Figure 1. The clock network.
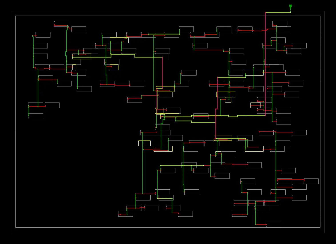
Figure 2. Wiring by layer.
(3 px per um)
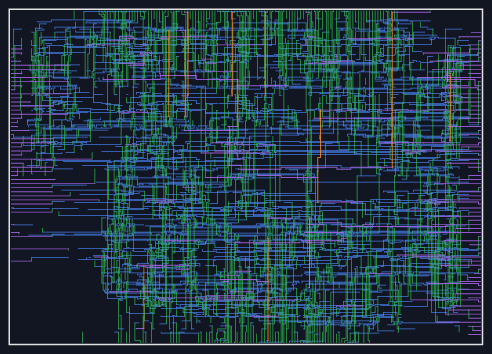
Figure 3. Logic cells by family.
(2 px per um)
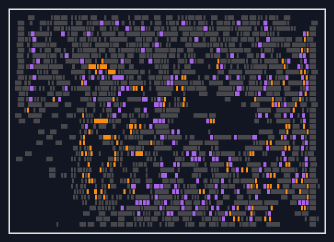
**src/rtl/trap_if.sv**
```systemverilog
// Trap unit bus: MEM-stage events and CSR views in, CSR commit strobes and fetch redirect out.
interface trap_if;
  logic        valid_mem;
  logic [31:0] pc_mem;
  logic [31:0] inst_mem;
  logic [31:0] addr_mem;
  logic        illegal_inst;
  logic        ecall;
  logic        l_fault;
  logic        s_fault;
  logic        mret;
  logic        irq_ext;
  logic [31:0] mstatus;
  logic [31:0] mtvec;
  logic [31:0] mepc_in;
  logic        is_trap;
  logic        is_mret;
  logic [31:0] mepc;
  logic [31:0] mcause;
  logic [31:0] mtval;
  logic        flush;
  logic        busy;
  logic        redirect_valid;
  logic [31:0] redirect_pc;
  logic        redirect_ready;

  // Pipeline/CSR side
  modport master (
    output valid_mem, pc_mem, inst_mem, addr_mem, illegal_inst, ecall, l_fault,
           s_fault, mret, irq_ext, mstatus, mtvec, mepc_in, redirect_ready,
    input  is_trap, is_mret, mepc, mcause, mtval, flush, busy, redirect_valid, redirect_pc
  );

  // Trap unit side
  modport slave (
    input  valid_mem, pc_mem, inst_mem, addr_mem, illegal_inst, ecall, l_fault,
           s_fault, mret, irq_ext, mstatus, mtvec, mepc_in, redirect_ready,
    output is_trap, is_mret, mepc, mcause, mtval, flush, busy, redirect_valid, redirect_pc
  );
endinterface

```
**src/rtl/trap_unit.sv**
```systemverilog
// Machine-mode trap/mret sequencer: prioritises MEM-stage events, commits CSR updates
// for one cycle, then holds a fetch redirect until it is accepted.
module trap_unit #(
  parameter bit VECTORED_EN = 1'b1
) (
  input  logic clk,
  input  logic rst,
  trap_if.slave bus
);

  typedef enum logic [1:0] {IDLE, TRAP, RET, REDIRECT} state_t;

  state_t      state, state_nxt;
  logic        irq_pending;
  logic [31:0] mepc_q, mcause_q, mtval_q, target_q;

  logic        int_take, int_entry;
  logic        take_trap, take_mret;
  logic [31:0] cause_d, tval_d, target_d, tvec_base;

  // Only MIE participates; the remaining mstatus bits are irrelevant here.
  logic unused_mstatus;
  assign unused_mstatus = ^{bus.mstatus[31:4], bus.mstatus[2:0]};

  assign int_take  = irq_pending & bus.mstatus[3];
  assign tvec_base = {bus.mtvec[31:2], 2'b00};

  // Event selection; only an IDLE cycle with a valid MEM instruction can start anything.
  always_comb begin
    take_trap = 1'b0;
    take_mret = 1'b0;
    int_entry = 1'b0;
    cause_d   = '0;
    tval_d    = '0;
    if (state == IDLE && bus.valid_mem) begin
      if (int_take) begin
        take_trap = 1'b1;
        int_entry = 1'b1;
        cause_d   = 32'h8000_000B;
      end else if (bus.illegal_inst) begin
        take_trap = 1'b1;
        cause_d   = 32'd2;
        tval_d    = bus.inst_mem;
      end else if (bus.ecall) begin
        take_trap = 1'b1;
        cause_d   = 32'd11;
      end else if (bus.l_fault) begin
        take_trap = 1'b1;
        cause_d   = 32'd5;
        tval_d    = bus.addr_mem;
      end else if (bus.s_fault) begin
        take_trap = 1'b1;
        cause_d   = 32'd7;
        tval_d    = bus.addr_mem;
      end else if (bus.mret) begin
        take_mret = 1'b1;
      end
    end
  end

  // Vectored offset is 4*cause[30:0] truncated to 32 bits, i.e. cause[29:0] << 2.
  always_comb begin
    target_d = tvec_base;
    if (take_mret)
      target_d = bus.mepc_in;
    else if (VECTORED_EN && bus.mtvec[1:0] == 2'b01 && cause_d[31])
      target_d = tvec_base + {cause_d[29:0], 2'b00};
  end

  always_ff @(posedge clk) begin
    if (rst) begin
      state       <= IDLE;
      irq_pending <= 1'b0;
      mepc_q      <= '0;
      mcause_q    <= '0;
      mtval_q     <= '0;
      target_q    <= '0;
    end else begin
      state       <= state_nxt;
      irq_pending <= int_entry ? 1'b0 : (irq_pending | bus.irq_ext);
      if (take_trap || take_mret) begin
        mepc_q   <= bus.pc_mem;
        mcause_q <= cause_d;
        mtval_q  <= tval_d;
        target_q <= target_d;
      end
    end
  end

  always_comb begin
    state_nxt          = state;
    bus.is_trap        = 1'b0;
    bus.is_mret        = 1'b0;
    bus.flush          = 1'b0;
    bus.mepc           = '0;
    bus.mcause         = '0;
    bus.mtval          = '0;
    bus.redirect_valid = 1'b0;
    bus.redirect_pc    = '0;
    bus.busy           = (state != IDLE);
    case (state)
      IDLE: begin
        bus.flush = take_trap | take_mret;
        if (take_trap)      state_nxt = TRAP;
        else if (take_mret) state_nxt = RET;
      end
      TRAP: begin
        bus.is_trap = 1'b1;
        bus.flush   = 1'b1;
        bus.mepc    = mepc_q;
        bus.mcause  = mcause_q;
        bus.mtval   = mtval_q;
        state_nxt   = REDIRECT;
      end
      RET: begin
        bus.is_mret = 1'b1;
        bus.flush   = 1'b1;
        bus.mepc    = bus.mepc_in;
        state_nxt   = REDIRECT;
      end
      REDIRECT: begin
        bus.redirect_valid = 1'b1;
        bus.redirect_pc    = target_q;
        bus.flush          = 1'b1;
        if (bus.redirect_ready) state_nxt = IDLE;
      end
      default: state_nxt = IDLE;
    endcase
  end

endmodule
```
**src/flat_wrapper.sv**
```systemverilog
// flat-port wrapper written by rule: the top's interface ports become plain ports
module trap_unit_flat 
#(
  parameter bit VECTORED_EN = 1'b1
)
  (clk, rst, bus_valid_mem, bus_pc_mem, bus_inst_mem, bus_addr_mem, bus_illegal_inst, bus_ecall, bus_l_fault, bus_s_fault, bus_mret, bus_irq_ext, bus_mstatus, bus_mtvec, bus_mepc_in, bus_redirect_ready, bus_is_trap, bus_is_mret, bus_mepc, bus_mcause, bus_mtval, bus_flush, bus_busy, bus_redirect_valid, bus_redirect_pc);
  trap_if bus_i ();
  input  logic clk;
  input  logic rst;
  input wire logic [$bits(bus_i.valid_mem)-1:0] bus_valid_mem;
  input wire logic [$bits(bus_i.pc_mem)-1:0] bus_pc_mem;
  input wire logic [$bits(bus_i.inst_mem)-1:0] bus_inst_mem;
  input wire logic [$bits(bus_i.addr_mem)-1:0] bus_addr_mem;
  input wire logic [$bits(bus_i.illegal_inst)-1:0] bus_illegal_inst;
  input wire logic [$bits(bus_i.ecall)-1:0] bus_ecall;
  input wire logic [$bits(bus_i.l_fault)-1:0] bus_l_fault;
  input wire logic [$bits(bus_i.s_fault)-1:0] bus_s_fault;
  input wire logic [$bits(bus_i.mret)-1:0] bus_mret;
  input wire logic [$bits(bus_i.irq_ext)-1:0] bus_irq_ext;
  input wire logic [$bits(bus_i.mstatus)-1:0] bus_mstatus;
  input wire logic [$bits(bus_i.mtvec)-1:0] bus_mtvec;
  input wire logic [$bits(bus_i.mepc_in)-1:0] bus_mepc_in;
  input wire logic [$bits(bus_i.redirect_ready)-1:0] bus_redirect_ready;
  output wire logic [$bits(bus_i.is_trap)-1:0] bus_is_trap;
  output wire logic [$bits(bus_i.is_mret)-1:0] bus_is_mret;
  output wire logic [$bits(bus_i.mepc)-1:0] bus_mepc;
  output wire logic [$bits(bus_i.mcause)-1:0] bus_mcause;
  output wire logic [$bits(bus_i.mtval)-1:0] bus_mtval;
  output wire logic [$bits(bus_i.flush)-1:0] bus_flush;
  output wire logic [$bits(bus_i.busy)-1:0] bus_busy;
  output wire logic [$bits(bus_i.redirect_valid)-1:0] bus_redirect_valid;
  output wire logic [$bits(bus_i.redirect_pc)-1:0] bus_redirect_pc;
  assign bus_i.valid_mem = bus_valid_mem;
  assign bus_i.pc_mem = bus_pc_mem;
  assign bus_i.inst_mem = bus_inst_mem;
  assign bus_i.addr_mem = bus_addr_mem;
  assign bus_i.illegal_inst = bus_illegal_inst;
  assign bus_i.ecall = bus_ecall;
  assign bus_i.l_fault = bus_l_fault;
  assign bus_i.s_fault = bus_s_fault;
  assign bus_i.mret = bus_mret;
  assign bus_i.irq_ext = bus_irq_ext;
  assign bus_i.mstatus = bus_mstatus;
  assign bus_i.mtvec = bus_mtvec;
  assign bus_i.mepc_in = bus_mepc_in;
  assign bus_i.redirect_ready = bus_redirect_ready;
  assign bus_is_trap = bus_i.is_trap;
  assign bus_is_mret = bus_i.is_mret;
  assign bus_mepc = bus_i.mepc;
  assign bus_mcause = bus_i.mcause;
  assign bus_mtval = bus_i.mtval;
  assign bus_flush = bus_i.flush;
  assign bus_busy = bus_i.busy;
  assign bus_redirect_valid = bus_i.redirect_valid;
  assign bus_redirect_pc = bus_i.redirect_pc;
  trap_unit #(.VECTORED_EN(VECTORED_EN)) u_core (.clk(clk), .rst(rst), .bus(bus_i));
endmodule
```
**config.mk**
```make
export PLATFORM = sky130hd
export DESIGN_NAME = trap_unit_flat
export DESIGN_NICKNAME = d
export VERILOG_FILES = /design/src/rtl/trap_if.sv /design/src/rtl/trap_unit.sv /design/src/flat_wrapper.sv
export SDC_FILE = /design/constraint.sdc
export NUM_CORES = 1
export LEC_CHECK = 0
export ABC_AREA = 1
export CAP_MARGIN = 20
export CORE_ASPECT_RATIO = 0.7
export CORE_MARGIN = 2
export CORE_UTILIZATION = 40
export DETAILED_ROUTE_END_ITERATION = 7
export PLACE_DENSITY = 0.8
export SLEW_MARGIN = 20
export SYNTH_ARGS = -nofsm -noshare
export SYNTH_HDL_FRONTEND = slang
export SYNTH_SLANG_ARGS = --single-unit
```
**constraint.sdc**
```tcl
create_clock -name clk -period 4.55 [get_ports clk]
set_clock_uncertainty 0.15 [all_clocks]
set_input_delay 0.91 -clock clk [delete_from_list [all_inputs] [get_ports clk]]
set_output_delay 0.91 -clock clk [all_outputs]
set_load 0.01 [all_outputs]
```
==> results.rst <==
Flow metrics
------------

.. list-table::
   :header-rows: 1

   * - Metric
     - Value
   * - Leading cell category by total area
     - multi-input combinational cells
   * - Max rail drop VDD
     - 295 uV
   * - Library cell with the highest instance count after synthesis
     - nand2_1
   * - Gate Count Post-Synth
     - 1,070
   * - Critical Path Sink Type
     - output pin
   * - Post-synth design cell area
     - 6570 um2
   * - Violation tally from detailed-route iteration zero
     - 642
   * - Proportion of layout cells with a drive suffix above 1
     - 0.0427
   * - Sequential area share after synthesis
     - 0.317
   * - Transition time at the pin with the least slew margin
     - 1.03 ns
   * - Net switching power of the design
     - 1500 uW
   * - Slack of the worst reg-to-reg path
     - 1.26 ns
   * - Synthesized-area fraction occupied by and/or/nand/nor cells
     - 0.350
   * - Result of the run
     - finished clean
   * - Number of levels in the clock H-tree
     - 3
   * - Clock transition at the register clock pins on the worst setup and hold paths after CTS
     - 0.07 ns
   * - Total congestion overflow after global routing
     - 0
   * - Final weighted congestion of routability-driven global placement
     - 0.925
   * - Fraction of area in multi-input gates
     - 0.378
   * - Pwr per Cell Area
     - 380 nW/um2
Back to the opening pictures, Figure 1:
clk sinks: 104
clock tree buffer count of the final layout: 10
Clock group: 791 uW
Clock Latency Late Sink: 0.35 ns
flip-flops: 104

Back to the opening pictures, Figure 2:
legend:
  M1:
    color: blue
    wire_length: 10,800 um
  M4:
    color: orange
    wire_length: 365 um
  M2:
    color: green
    wire_length: 10,200 um
  M3:
    color: purple
    wire_length: 2,000 um

Back to the opening pictures, Figure 3:
legend:
  aoi and oai cells:
    color: purple
    cells: 183
    where: spread over the die
  nor cells:
    color: orange
    cells: 130

Power and IR drop assume default switching activity.
